**config.mk**
```make
export PLATFORM = sky130hd
export DESIGN_NAME = pkt_buf_reader
export DESIGN_NICKNAME = d
export VERILOG_FILES = /design/src/rtl/pkt_buf_pkg.sv /design/src/rtl/pkt_rd_fifo.sv /design/src/rtl/pkt_buf_reader.sv
export SDC_FILE = /design/constraint.sdc
export NUM_CORES = 1
export LEC_CHECK = 0
export CORE_UTILIZATION = 50
export CTS_CLUSTER_DIAMETER = 60
export DETAILED_ROUTE_END_ITERATION = 6
export MAX_ROUTING_LAYER = met4
export PLACE_DENSITY = 0.85
export SYNTH_ARGS = -nofsm -noshare
export SYNTH_HDL_FRONTEND = slang
export SYNTH_SLANG_ARGS = --single-unit
```
**constraint.sdc**
```tcl
create_clock -name CLK -period 2.3 [get_ports CLK]
set_clock_uncertainty 0.1 [all_clocks]
set_input_delay 0.23 -clock CLK [delete_from_list [all_inputs] [get_ports CLK]]
set_output_delay 0.23 -clock CLK [all_outputs]
set_load 0.01 [all_outputs]
```
**src/rtl/pkt_buf_pkg.sv**
```systemverilog
// Shared constants, descriptor type and FSM states for the packet-buffer read engine.
package pkt_buf_pkg;
  localparam int NUM_SLOTS       = 2;
  localparam int MEM_DEPTH       = 1518;
  localparam int SLOT_WIDTH      = $clog2(NUM_SLOTS);
  localparam int BYTE_ADDR_WIDTH = $clog2(MEM_DEPTH);
  localparam int ADDR_WIDTH      = SLOT_WIDTH + BYTE_ADDR_WIDTH;
  localparam int FIFO_DEPTH      = 4;

  typedef struct packed {
    logic [SLOT_WIDTH-1:0]      slot;
    logic [BYTE_ADDR_WIDTH-1:0] len;
  } pkt_desc_t;

  typedef enum logic [1:0] {
    ST_IDLE,
    ST_STREAM,
    ST_DONE
  } rd_state_t;

  function automatic logic [BYTE_ADDR_WIDTH-1:0] clamp_len(input logic [BYTE_ADDR_WIDTH-1:0] len);
    return (len > BYTE_ADDR_WIDTH'(MEM_DEPTH)) ? BYTE_ADDR_WIDTH'(MEM_DEPTH) : len;
  endfunction
endpackage

```
**src/rtl/pkt_rd_fifo.sv**
```systemverilog
// Small output FIFO holding {last, data} beats between the BRAM read port and the stream.
module pkt_rd_fifo
  import pkt_buf_pkg::*;
#(
  parameter int W = 9
) (
  input  logic                          CLK,
  input  logic                          RST_N,
  input  logic                          i_push,
  input  logic [W-1:0]                  i_data,
  input  logic                          i_pop,
  output logic [W-1:0]                  o_head,
  output logic                          o_empty,
  output logic [$clog2(FIFO_DEPTH):0]   o_occ
);
  localparam int PW = $clog2(FIFO_DEPTH);

  logic [W-1:0]  r_mem [FIFO_DEPTH];
  logic [PW-1:0] r_wp, r_rp;
  logic [PW:0]   r_cnt;

  assign o_head  = r_mem[r_rp];
  assign o_empty = (r_cnt == '0);
  assign o_occ   = r_cnt;

  // Storage is reset too so the stream outputs read zero straight out of reset.
  always_ff @(posedge CLK or negedge RST_N) begin
    if (!RST_N) begin
      for (int i = 0; i < FIFO_DEPTH; i++) r_mem[i] <= '0;
      r_wp  <= '0;
      r_rp  <= '0;
      r_cnt <= '0;
    end else begin
      if (i_push) begin
        r_mem[r_wp] <= i_data;
        r_wp        <= r_wp + 1'b1;
      end
      if (i_pop) r_rp <= r_rp + 1'b1;
      case ({i_push, i_pop})
        2'b10:   r_cnt <= r_cnt + 1'b1;
        2'b01:   r_cnt <= r_cnt - 1'b1;
        default: r_cnt <= r_cnt;
      endcase
    end
  end
endmodule

```
**src/rtl/pkt_buf_reader.sv**
```systemverilog
// Streams one buffered frame per descriptor out of the packet BRAM, then frees its slot.
// Optional frame/byte counters are built when PKT_BUF_RD_STATS_EN is defined.
module pkt_buf_reader
  import pkt_buf_pkg::*;
#(
  parameter int DATA_WIDTH = 8
) (
  input  logic                       CLK,
  input  logic                       RST_N,
  input  logic                       desc_valid,
  output logic                       desc_ready,
  input  logic [SLOT_WIDTH-1:0]      desc_slot,
  input  logic [BYTE_ADDR_WIDTH-1:0] desc_len,
  output logic                       rd_en,
  output logic [ADDR_WIDTH-1:0]      rd_addr,
  input  logic [DATA_WIDTH-1:0]      rd_data,
  output logic                       m_valid,
  input  logic                       m_ready,
  output logic [DATA_WIDTH-1:0]      m_data,
  output logic                       m_last,
  output logic                       slot_free_valid,
  output logic [SLOT_WIDTH-1:0]      slot_free_id,
  output logic                       busy
`ifdef PKT_BUF_RD_STATS_EN
  ,
  output logic [31:0]                stat_frames,
  output logic [31:0]                stat_bytes
`endif
);
  localparam int FW = DATA_WIDTH + 1;
  localparam logic [BYTE_ADDR_WIDTH-1:0] LEN_ONE = 1;

  rd_state_t                  r_state, w_next;
  pkt_desc_t                  r_desc, w_desc_in;
  logic [BYTE_ADDR_WIDTH-1:0] r_issue_cnt;
  logic                       r_pend, r_pend_last, r_alive;
  logic                       w_hs, w_issue, w_pop, w_empty, w_head_last;
  logic [2:0]                 w_occ;
  logic [3:0]                 w_outstanding;
  logic [FW-1:0]              w_head;
  logic [DATA_WIDTH-1:0]      w_head_data;

  assign w_desc_in.slot = desc_slot;
  assign w_desc_in.len  = clamp_len(desc_len);

  // r_alive keeps desc_ready low while reset is held.
  assign desc_ready    = r_alive && (r_state == ST_IDLE);
  assign w_hs          = desc_valid && desc_ready;
  // r_pend is the one read whose data is on rd_data but not yet in the FIFO.
  assign w_outstanding = {1'b0, w_occ} + {3'b0, r_pend};
  assign w_issue       = (r_state == ST_STREAM) && (r_issue_cnt < r_desc.len) &&
                         (w_outstanding < 4'(FIFO_DEPTH));
  assign w_pop         = m_valid && m_ready;

  pkt_rd_fifo #(.W(FW)) u_fifo (
    .CLK    (CLK),
    .RST_N  (RST_N),
    .i_push (r_pend),
    .i_data ({r_pend_last, rd_data}),
    .i_pop  (w_pop),
    .o_head (w_head),
    .o_empty(w_empty),
    .o_occ  (w_occ)
  );

  assign {w_head_last, w_head_data} = w_head;
  assign m_valid         = !w_empty;
  assign m_data          = w_head_data;
  assign m_last          = w_head_last;
  assign rd_en           = w_issue;
  assign rd_addr         = w_issue ? {r_desc.slot, r_issue_cnt} : '0;
  assign busy            = (r_state != ST_IDLE);
  assign slot_free_valid = (r_state == ST_DONE);
  assign slot_free_id    = (r_state == ST_DONE) ? r_desc.slot : '0;

  always_comb begin
    w_next = r_state;
    case (r_state)
      ST_IDLE:   if (w_hs) w_next = (w_desc_in.len == '0) ? ST_DONE : ST_STREAM;
      ST_STREAM: if (w_pop && w_head_last) w_next = ST_DONE;
      ST_DONE:   w_next = ST_IDLE;
      default:   w_next = ST_IDLE;
    endcase
  end

  always_ff @(posedge CLK or negedge RST_N) begin
    if (!RST_N) begin
      r_state     <= ST_IDLE;
      r_desc      <= '0;
      r_issue_cnt <= '0;
      r_pend      <= 1'b0;
      r_pend_last <= 1'b0;
      r_alive     <= 1'b0;
    end else begin
      r_state     <= w_next;
      r_alive     <= 1'b1;
      r_pend      <= w_issue;
      r_pend_last <= w_issue && (r_issue_cnt == r_desc.len - LEN_ONE);
      if (w_hs) begin
        r_desc      <= w_desc_in;
        r_issue_cnt <= '0;
      end else if (w_issue) begin
        r_issue_cnt <= r_issue_cnt + LEN_ONE;
      end
    end
  end

`ifdef PKT_BUF_RD_STATS_EN
  always_ff @(posedge CLK or negedge RST_N) begin
    if (!RST_N) begin
      stat_frames <= '0;
      stat_bytes  <= '0;
    end else begin
      if (slot_free_valid) stat_frames <= stat_frames + 32'd1;
      if (w_pop)           stat_bytes  <= stat_bytes + 32'd1;
    end
  end
`endif
endmodule

```
Run 1, signal wires on met4:
Scale bar: 20 um. Supply wires on this layer in gray.
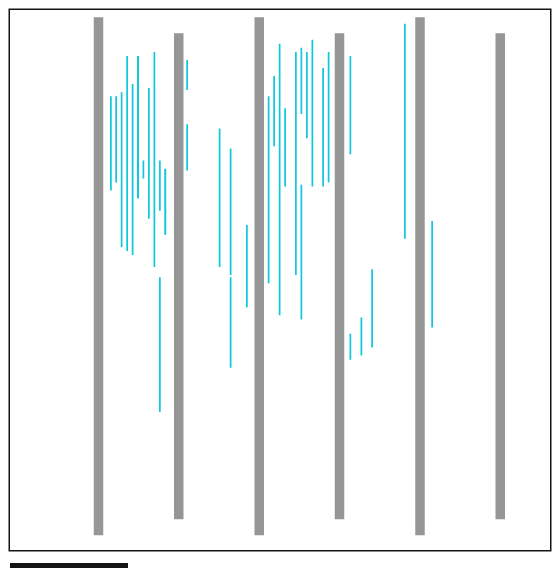
main direction: vertical
share of all routed wire: 5.2%
nets with wire on the layer: 31
longest straight run: 45.6 um
wire length on this layer: 673 um

Run 1, the metal 2 layer:
Scale bar: 20 um.
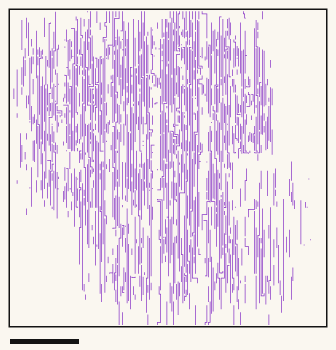
longest straight run: 36.4 um
main direction: vertical
nets with wire on the layer: 462

Run 1, M3 wires:
Cells faint in the background.
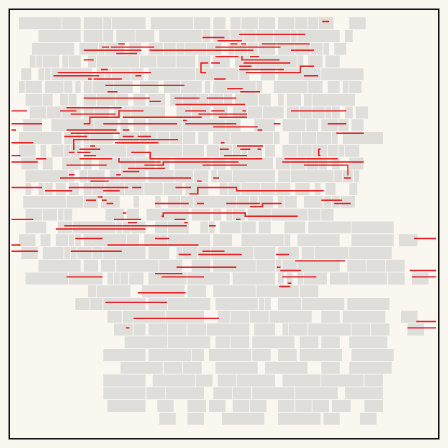
main direction: horizontal
share of all routed wire: 8.3%
wire length on this layer: 1060 um
longest straight run: 27.6 um
nets with wire on the layer: 101
GRT met3 Usage: 4.36%
Routed WL: 12800 um
routed via count: 3585

-- run 1: worst register-to-register path: stages, from the launching register on --
cell       delay (ps)
dfrtp_1           420
inv_2             120
ha_4              220
a21o_1            200
a21oi_2           190
o2111ai_2         220
buf_6             240
or4_4             510
a21oi_2           190
-- run 1: report_power, final --
| part | switching [mW] | internal (mW) | total, mW | leakage, nW |
|---|---|---|---|---|
| Sequential | 0.377 | 1.73 | 2.11 | 0.854 |
| Combinational | 1.57 | 1.86 | 3.43 | 1.47 |
| Clock | 0.573 | 0.415 | 0.988 | 0.0892 |
-- run 1: metrics by stage --
step	instances	setup TNS, ps
2_1_floorplan	354	0
3_3_place_gp	527	-1890
3_5_place_dp	527	-3240
4_1_cts	558	-2060
5_1_grt	562	-7550
6_report	562	-4750
==> results.yml, run 1 <==
# flow metrics
outcome:
  violations: "setup timing"
  status: "finished, violations left"
timing:
  setup_ws_ps: -355
  finalSetupViolCount: 22
  clock.fmax_mhz: 377
  tightest_slew_ps: 788
cells_and_area:
  comb_cells: 244
  logic_area_um2: 2270
  seq_area_share_pct: 32.4
  fillers: 484
  layout-drive-gt1-share_pct: 38.7
  comb_share_pct: 41.4
  fin_util_pct: 71.0
worst_setup_path:
  startpoint_type: "flip-flop"
  crit_required_ps: 1970
  path_depth: 9
  reg2reg_depth: 8
  max_stage_delay_ps: 430
  end_kind: "output pin"
synth:
  yosysUniqueCellTypes: 51
  floorplan.nets: 397
  ys.flops: 71
  ys_seq_share_pct: 44.7
  edf_count: 0
  syn-instance-count: 354
  synthTopLogicFamily: "multiplexers"
  netlist_area_um2: 3980
clocking:
  cts-hold-fix-buffers: 1
  clk_pin_slew_ps: 90
floorplan:
  die_area_um2: 8320
  rows: 32
  ios: 51
global_route:
  grt.total_usage_pct: 28.6
route:
  routed-wl-met3_um: 1060
place:
  dp_hpwl_um: 6960
Run 1, routing congestion map:
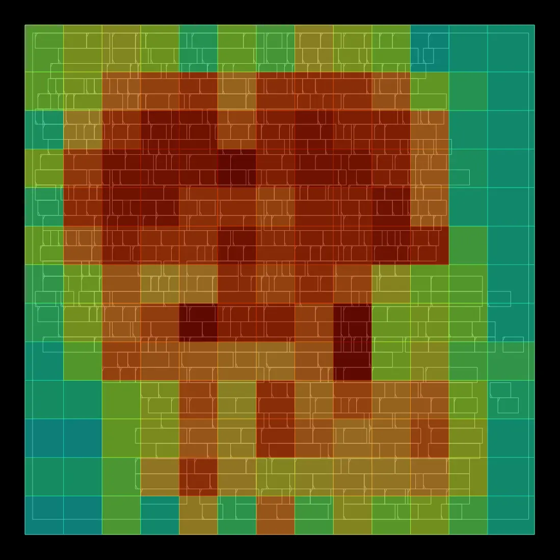

## Run 2: what changed since run 1
--- a/config.mk
+++ b/config.mk
@@ -5,6 +5,7 @@
 export SDC_FILE = /design/constraint.sdc
 export NUM_CORES = 1
 export LEC_CHECK = 0
+export CAP_MARGIN = 20
 export CORE_UTILIZATION = 50
 export CTS_CLUSTER_DIAMETER = 60
 export DETAILED_ROUTE_END_ITERATION = 6
@@ -13,3 +14,4 @@
 export SYNTH_ARGS = -nofsm -noshare
 export SYNTH_HDL_FRONTEND = slang
 export SYNTH_SLANG_ARGS = --single-unit
+export TNS_END_PERCENT = 5
Run 2, routing congestion map:
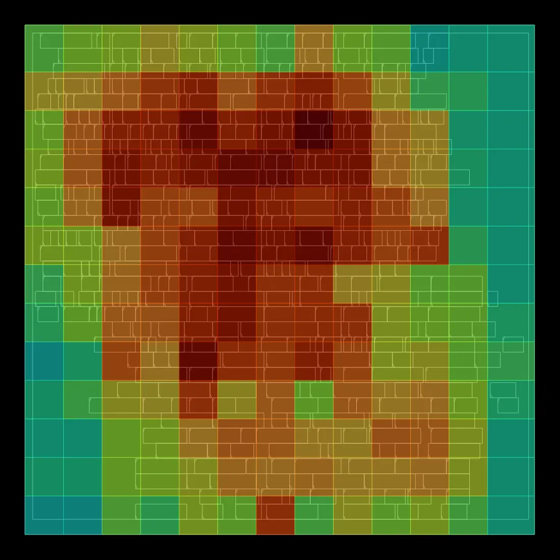
met2 Usage GRT: 44.4%
drt wl/cell: 22.4 um
GRT met3 Usage: 6.53%
M1 GR Usage: 33.9%
GRT Resource Usage Total: 28.0%

Run 2, the metal 1 layer:
Scale bar: 20 um. Supply wires on this layer in gray.
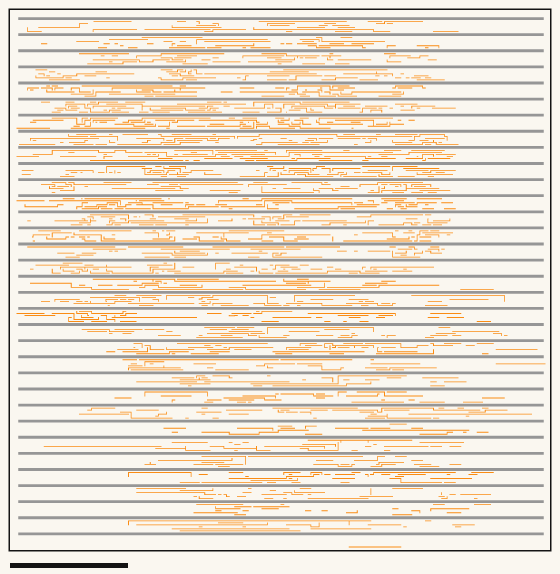
main direction: horizontal
share of all routed wire: 37%
routed via count: 3595
Routed WL: 12600 um

==> run 2 against run 1 <==
Effect of this change:
- the run still ends with setup timing left
- clock-buffer cell count unchanged
- via count up 0.28%
- fmax is 6.5% lower
- sequential power about the same
- global-route usage fell by 0.60 points
- total power is 2.1% lower
- clock power barely moved
- first-iteration DRC count down 0.67%
- critical path depth did not move
- combinational power decreased by 3%
==> results.yml, run 2 <==
# flow metrics
outcome:
  status: "finished, violations left"
  violations: "setup timing"
synth:
  ys.flops: 71
  netlist_area_um2: 3980
  synthTopLogicFamily: "multiplexers"
  synth_warnings: 0
  ys_seq_share_pct: 44.7
  syn_avg_cell_area_um2: 11.2
  mux_area_share_pct: 16.3
  ys_cells: 354
  yosysUniqueCellTypes: 51
  simple_gate_share_pct: 15.2
  edf_count: 0
  ys_sh_xor_pct: 4.84
  syn-instance-count: 354
  synth.area.top_cells: "dfrtp_1 45%, mux2_2 10%, ha_1 5.7%"
  floorplan.nets: 397
timing:
  slew_viol_final: 0
  finalHoldViolCount: 0
  tns_ps: -7760
  min_period_ps: 2840
  finalSetupViolCount: 24
  setup_ws_ps: -541
  tightest_slew_ps: 768
  clock.fmax_mhz: 352
clocking:
  clk_pin_slew_ps: 90
  htree_levels: 3
  post_cts_buffers: 10
  cts-hold-fix-buffers: 1
  cts_root_buf: "clkbuf_8"
cells_and_area:
  logic_area_um2: 2230
  fin_cells: 563
  nClkBuffers: 9
  area_growth_pct: 36.3
  seq_area_share_pct: 32.8
  fillers: 493
  comb_share_pct: 41.1
  ff_latch_area_um2: 1780
  buffers: 108
  fin_util_pct: 70.2
  layout-drive-gt1-share_pct: 36.7
  seq_cells: 71
  fin_area_um2: 5420
  comb_cells: 244
  lay_top_cells: "70 x dfrtp_1, 46 x buf_4, 36 x mux2_2"
worst_setup_path:
  arrival_ps: 2510
  reg2reg_depth: 8
  startpoint_type: "flip-flop"
  max_stage_delay_ps: 420
  path_depth: 9
  crit_end: "rd_addr[5]"
  crit_buf_inv: 4
  cp_top_family: "AND-OR/OR-AND gates"
  crit_required_ps: 1970
  worstSetupPathType: "reg2out"
  end_kind: "output pin"
global_route:
  grt_antenna_before_repair: 0
  top_usage_layer: "met2"
  overflow: 0
  grt_pass1_wl_um: 17300
  grt_max_degree: 32
place:
  io_buffers: 50
  placed_area_um2: 4870
  numPlacedInstances: 527
  dp_hpwl_um: 6960
floorplan:
  die_area_um2: 8320
  initial_core_util_pct: 51.5
  ios: 51
  die_x_um: 91.2
  rows: 32
worst_hold_path:
  min_path_type: "in2reg"
  holdCritStartpoint: "desc_slot"
route:
  firstDrtPassIters: 6
  routed-wl-met3_um: 1170
  top_layer: "met4"
pwr:
  ir_worst_vdd_v: 0.000656
  p_total_mw: 6.38
  pwr_density_cell_nw_per_um2: 1180
[run 2: netlist changes by cell type in the layout (fill, tap and decap cells not counted), sizes merged]
cell,before,now
dlygate4sd2,0,1
dlymetal6s2s,1,6
clkbuf,9,10
clkdlybuf4s50,35,29
[run 2: how the worst min path moves through the flow]
stage | to | slack (ps) | cells past startpoint
floorplan | r_alive | -170 | 0
global placement | r_desc[6] | 220 | 1
detailed placement | r_desc[3] | 230 | 1
CTS | r_desc[11] | 310 | 3
global route | r_desc[11] | 340 | 3
finish | r_desc[11] | 300 | 3
[run 2: where the power goes]
| part | switching [mW] | internal, mW | leakage [nW] |
|---|---|---|---|
| Clock | 0.575 | 0.414 | 0.0892 |
| Sequential | 0.351 | 1.73 | 0.853 |
| Combinational | 1.52 | 1.79 | 1.52 |
Run 2, M3 wires:
Cells faint in the background.
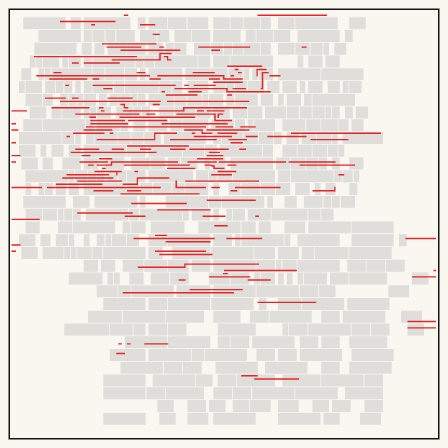

## Run 3: what changed since run 2
--- a/config.mk
+++ b/config.mk
@@ -6,11 +6,11 @@
 export NUM_CORES = 1
 export LEC_CHECK = 0
 export CAP_MARGIN = 20
-export CORE_UTILIZATION = 50
+export CORE_ASPECT_RATIO = 0.8
+export CORE_UTILIZATION = 35
 export CTS_CLUSTER_DIAMETER = 60
 export DETAILED_ROUTE_END_ITERATION = 6
 export MAX_ROUTING_LAYER = met4
-export PLACE_DENSITY = 0.85
 export SYNTH_ARGS = -nofsm -noshare
 export SYNTH_HDL_FRONTEND = slang
 export SYNTH_SLANG_ARGS = --single-unit
Run 3, M3 wires:
Cells faint in the background.
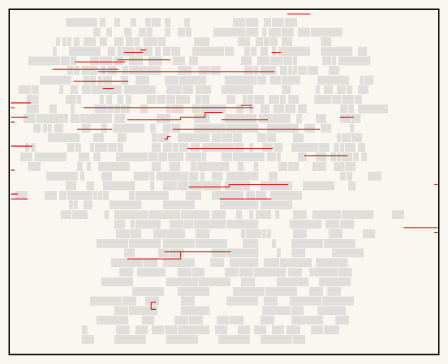
longest straight run: 49.7 um
share of all routed wire: 4.3%
wire length on this layer: 431 um
nets with wire on the layer: 28
main direction: horizontal
GRT met3 Usage: 3.93%
Routed WL: 10100 um

==> run 3 against run 2 <==
Effect of this change:
- the run still ends with setup timing left
- worst setup slack improved by 510 ps
- critical endpoint is now rd_addr[6]
- global-route usage decreased by 9.2 points
- critical path type unchanged
- wire length decreased by 20%
==> results.yml, run 3 <==
# flow metrics
floorplan:
  initial_core_util_pct: 36.3
  die_x_um: 121
  ios: 51
clocking:
  post_cts_buffers: 6
route:
  wl_per_cell_um: 16.9
  routed-wl-met3_um: 431
  firstDrtPassIters: 4
synth:
  ys_seq_share_pct: 44.7
  ys_sh_xor_pct: 4.84
  syn-instance-count: 354
  floorplan.nets: 397
  synthTopLogicFamily: "multiplexers"
  ys.flops: 71
  netlist_area_um2: 3980
global_route:
  overflow: 0
  grt_antenna_before_repair: 0
  grt_pass1_wl_um: 16700
  grt.total_usage_pct: 18.8
  top_usage_layer: "met1"
pwr:
  switching_share_pct: 34.3
  p_comb_share_pct: 46.3
  p_seq_share_pct: 31.6
  ir_worst_vdd_v: 0.000477
  seq-power_mw: 2.04
  pwr_density_cell_nw_per_um2: 1200
  power_leader: "combinational logic"
  p_clk_mw: 1.43
  powerComb_mw: 2.99
  p_int_mw: 4.24
cells_and_area:
  fin_util_pct: 49.1
  layout-drive-gt1-share_pct: 34.1
  area_growth_pct: 35.4
  ff_latch_area_um2: 1780
  lay_top_cells: "70 x dfrtp_1, 43 x buf_4, 36 x mux2_2"
  fin_area_um2: 5390
  fillers: 994
worst_setup_path:
  path_depth: 8
  crit_required_ps: 1970
  startpoint_type: "flip-flop"
  arrival_ps: 2000
  end_kind: "output pin"
  crit_buf_inv: 3
  max_stage_delay_ps: 390
  reg2reg_depth: 8
timing:
  setup_ws_ps: -26.8
  tns_ps: -69.4
  clock.fmax_mhz: 430
  min_period_ps: 2330
  finalSetupViolCount: 6
worst_hold_path:
  holdPathStages: 3
  holdCritStartpoint: "desc_slot"
  min_path_type: "in2reg"
outcome:
  violations: "setup timing"
  status: "finished, violations left"
place:
  placed_area_um2: 4940
  dp_hpwl_um: 7330
  io_buffers: 50
Run 3, the metal 2 layer:
Scale bar: 20 um.
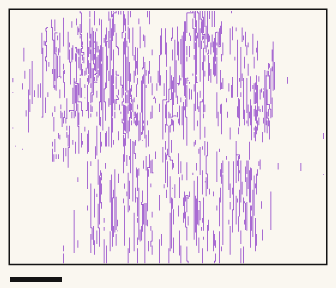
nets with wire on the layer: 438
longest straight run: 32.0 um
main direction: vertical
wire length on this layer: 4590 um
share of all routed wire: 45%
met2 Usage GRT: 26.8%
routed via count: 3142

[run 3: cell counts after synthesis]
Identical to the previous run, type by type.
[run 3: worst max path at each step]
stage,to,slack (ps)
global placement,rd_en,-190
global route,rd_addr[0],-120
detailed placement,rd_en,-250
finish,rd_addr[6],-30
CTS,rd_addr[0],-50
floorplan,r_issue_cnt[3],20
[run 3: layout make-up]
cell class | instances | area share, %
Timing Repair Buffer | 101 | 16.1
Clock buffer | 9 | 4.18
Multi-Input combinational cell | 244 | 40.3
Clock inverter | 7 | 1.51
Tap cell | 144 | 3.34
Sequential cell | 71 | 33.0
Inverter | 22 | 1.53
Power is estimated from default activity; no workload was simulated.
